--- src/rtl/hdlverifier_jtag_cmd_shifter.sv ---
// hdlverifier_jtag_cmd_shifter: turns JTAG user-DR scans into single register-bank accesses and returns read data/status on TDO.
// Latency: write strobe in the cycle after Update-DR; rdata sampled READ_LATENCY+1 tck edges after Update-DR.
// Backpressure: none toward the TAP; an Update-DR while busy is dropped and flagged in the sticky ovr status bit.
// Option: define HDLVERIFIER_JTAG_PARITY_EN to append an even-parity MSB to every command frame.
module hdlverifier_jtag_cmd_shifter #(
  parameter int ADDR_WIDTH   = 5,
  parameter int DATA_WIDTH   = 32,
  parameter int READ_LATENCY = 2
) (
  input  logic                  tck,
  input  logic                  reset,
  input  logic                  sel,
  input  logic                  capture_dr,
  input  logic                  shift_dr,
  input  logic                  update_dr,
  input  logic                  tdi,
  output logic                  tdo,
  output logic [ADDR_WIDTH-1:0] addr,
  output logic [DATA_WIDTH-1:0] wdata,
  output logic                  write,
  input  logic [DATA_WIDTH-1:0] rdata,
  output logic                  busy
);

`ifdef HDLVERIFIER_JTAG_PARITY_EN
  localparam int PAR_BITS = 1;
`else
  localparam int PAR_BITS = 0;
`endif

  // Command portion of the frame (wr, addr, data) and full scan length.
  localparam int CMD_W = 1 + ADDR_WIDTH + DATA_WIDTH;
  localparam int F     = CMD_W + PAR_BITS;
  localparam int CNT_W = 4;

  // Status word needs rd_valid/err/ovr above the data, so the frame must be at least DATA_WIDTH+3 long.
  if (ADDR_WIDTH < 2) begin : g_bad_addr_width
    $error("ADDR_WIDTH must be at least 2 so the status bits fit in the frame");
  end
  if (READ_LATENCY < 1 || READ_LATENCY > 15) begin : g_bad_read_latency
    $error("READ_LATENCY must be in 1..15");
  end

  typedef struct packed {
    logic [DATA_WIDTH-1:0] data;
    logic [ADDR_WIDTH-1:0] addr;
    logic                  wr;
  } cmd_t;

  typedef enum logic [1:0] {
    ST_IDLE,
    ST_WRITE,
    ST_READ_WAIT
  } state_t;

  state_t                state_q;
  state_t                state_d;
  logic [CNT_W-1:0]      cnt_q;
  logic [CNT_W-1:0]      cnt_d;
  logic [F-1:0]          sr;
  logic [F-1:0]          cap_word;
  logic [DATA_WIDTH-1:0] rd_buf;
  logic                  rd_valid;
  logic                  err;
  logic                  ovr;
  cmd_t                  cmd;
  logic                  par_ok;

  // Qualified strobes; update wins over capture, capture wins over shift.
  logic upd;
  logic cap;
  logic shf;

  // FSM decisions consumed by the datapath.
  logic acc_wr;
  logic acc_rd;
  logic drop;
  logic par_bad;
  logic rd_done;

  assign upd = sel & update_dr;
  assign cap = sel & capture_dr & ~update_dr;
  assign shf = sel & shift_dr & ~update_dr & ~capture_dr;

  assign cmd = sr[CMD_W-1:0];
  assign tdo = sr[0];

`ifdef HDLVERIFIER_JTAG_PARITY_EN
  // Even parity: the parity MSB makes the XOR of the whole frame zero.
  assign par_ok = ~(^sr);
`else
  assign par_ok = 1'b1;
`endif

  // Status word loaded into the shift register on Capture-DR.
  always_comb begin
    cap_word               = '0;
    cap_word[DATA_WIDTH-1:0] = rd_buf;
    cap_word[DATA_WIDTH]   = rd_valid;
    cap_word[DATA_WIDTH+1] = err;
    cap_word[DATA_WIDTH+2] = ovr;
  end

  // FSM state and read-latency counter registers.
  always_ff @(posedge tck or negedge reset) begin
    if (!reset) begin
      state_q <= ST_IDLE;
      cnt_q   <= '0;
    end else begin
      state_q <= state_d;
      cnt_q   <= cnt_d;
    end
  end

  // Next-state logic: accept commands only in IDLE, count down the read latency, flag overruns.
  always_comb begin
    state_d = state_q;
    cnt_d   = cnt_q;
    acc_wr  = 1'b0;
    acc_rd  = 1'b0;
    drop    = 1'b0;
    par_bad = 1'b0;
    rd_done = 1'b0;
    case (state_q)
      ST_IDLE: begin
        if (upd) begin
          if (!par_ok) begin
            par_bad = 1'b1;
          end else if (cmd.wr) begin
            acc_wr  = 1'b1;
            state_d = ST_WRITE;
          end else begin
            acc_rd  = 1'b1;
            cnt_d   = CNT_W'(READ_LATENCY);
            state_d = ST_READ_WAIT;
          end
        end
      end
      ST_WRITE: begin
        drop    = upd;
        state_d = ST_IDLE;
      end
      ST_READ_WAIT: begin
        drop = upd;
        if (cnt_q == '0) begin
          rd_done = 1'b1;
          state_d = ST_IDLE;
        end else begin
          cnt_d = cnt_q - CNT_W'(1);
        end
      end
      default: begin
        state_d = ST_IDLE;
      end
    endcase
  end

  assign write = (state_q == ST_WRITE);
  assign busy  = (state_q != ST_IDLE);

  // DR shift register: capture loads status, shift moves toward tdo; held during update.
  always_ff @(posedge tck or negedge reset) begin
    if (!reset) begin
      sr <= '0;
    end else if (cap) begin
      sr <= cap_word;
    end else if (shf) begin
      sr <= {tdi, sr[F-1:1]};
    end
  end

  // Sticky error/overrun flags, cleared when the host captures them.
  always_ff @(posedge tck or negedge reset) begin
    if (!reset) begin
      err <= 1'b0;
      ovr <= 1'b0;
    end else begin
      if (par_bad) begin
        err <= 1'b1;
      end else if (cap) begin
        err <= 1'b0;
      end
      if (drop) begin
        ovr <= 1'b1;
      end else if (cap) begin
        ovr <= 1'b0;
      end
    end
  end

  // Register-bank address/data outputs and the read-data buffer.
  always_ff @(posedge tck or negedge reset) begin
    if (!reset) begin
      addr     <= '0;
      wdata    <= '0;
      rd_buf   <= '0;
      rd_valid <= 1'b0;
    end else begin
      if (acc_wr) begin
        addr  <= cmd.addr;
        wdata <= cmd.data;
      end
      if (acc_rd) begin
        addr     <= cmd.addr;
        rd_valid <= 1'b0;
      end
      if (rd_done) begin
        rd_buf   <= rdata;
        rd_valid <= 1'b1;
      end
    end
  end

endmodule

--- config.mk ---
export PLATFORM = sky130hd
export DESIGN_NAME = hdlverifier_jtag_cmd_shifter
export DESIGN_NICKNAME = d
export VERILOG_FILES = /design/src/rtl/hdlverifier_jtag_cmd_shifter.sv
export SDC_FILE = /design/constraint.sdc
export NUM_CORES = 1
export LEC_CHECK = 0
export ABC_CLOCK_PERIOD_IN_PS = 5300
export CORE_MARGIN = 2
export CORE_UTILIZATION = 58
export DETAILED_ROUTE_END_ITERATION = 10
export MAX_ROUTING_LAYER = met4
export PLACE_DENSITY_LB_ADDON = 0.05
export SYNTH_ARGS = -nofsm -noshare
export SYNTH_HDL_FRONTEND = slang
export SYNTH_SLANG_ARGS = --single-unit
--- constraint.sdc ---
create_clock -name tck -period 5.3 [get_ports tck]
set_input_delay 1.06 -clock tck [delete_from_list [all_inputs] [get_ports tck]]
set_output_delay 1.06 -clock tck [all_outputs]
set_load 0.05 [all_outputs]
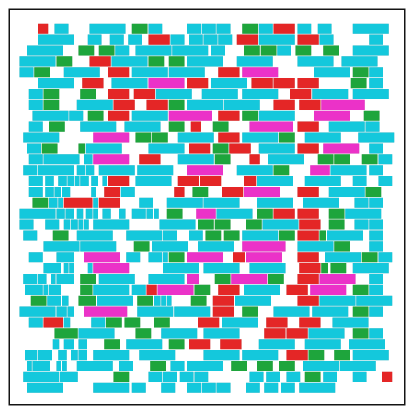
drive_strength.png
(4 px per um)
drive 2: in green, cells 84, share 19%. drive 1 or less: in cyan, cells 261, share 60%. drive 6 and up: in magenta, cells 24, share 5.5%. drive 3 to 4: in red, cells 64, share 15%.
fin area: 6640 sq um
worst-case setup margin in the final layout: 2.16 ns
number of signal-net buffers in the layout: 81

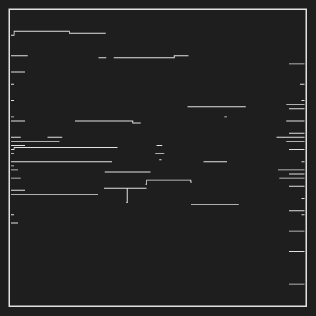
met3.png
(3 px per um)
The longest straight run is 34.3 um. 46 nets have wire on it. The layer carries 432 um of wire. The layer holds 4.5% of the routed length. The wires run mostly horizontal.
DR vias: 2,946
met3 capacity usage during global routing: 0.0681
total wire length after detailed routing: 9.63 mm

==> Slide: Implementation Results <==
Implementation Results

Yosys
  – Primary flip-flop cell chosen by synthesis mapping: dfrtp_1
  – Number of enable-type register cells in the synthesized netlist: 0
  – Adder-Cell Fraction of Synth Area: 0.0145
  – Parity-gate share of the synthesized area counting xor and xnor cells: 0
  – Synthesis area per yosys: 5180 sq um

Setup path
  – Destination of the worst register-to-register timing path: wdata[8]
  – Launch point of the critical path: state_q[0]
  – Crit path capture: busy
  – Path depth of the worst reg2reg path: 5

Place
  – HPWL after detailed placement: 5.89 mm

Global route
  – Largest net degree at the start of global routing: 82
  – Number of antenna violations at the first check in global routing: 0
  – Vias in the first global route: 3,101

Routing
  – Wire length the detailed router placed on met1: 4.20 mm
  – Highest metal layer used by the detailed router: met4

Cells and area
  – Number of clock-tree buffers in the layout: 19
  – Utilization after layout: 0.765

Power and ir drop
  – Internal: 2.86 mW
  – Logic pwr share: 0.354

CTS
  – Clock root buffer: clkbuf_8
  – Buffer depth of the longest clock path: 2

Final timing
  – Number of endpoints failing setup at the final stage: 0
  – Max Transition Viols Final: 0

Status
  – Outcome: finished clean
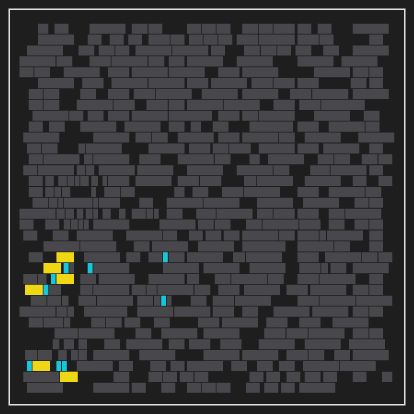
gate_families.png
(4 px per um)
inverters: in cyan, cells 9. adder and majority cells: in yellow, cells 6.
count of non-filler cells in the finished layout: 541
most common logic cell in the routed design: dfrtp_1
logic gate fraction of the total cell area: 0.325

Power and IR drop assume default switching activity.
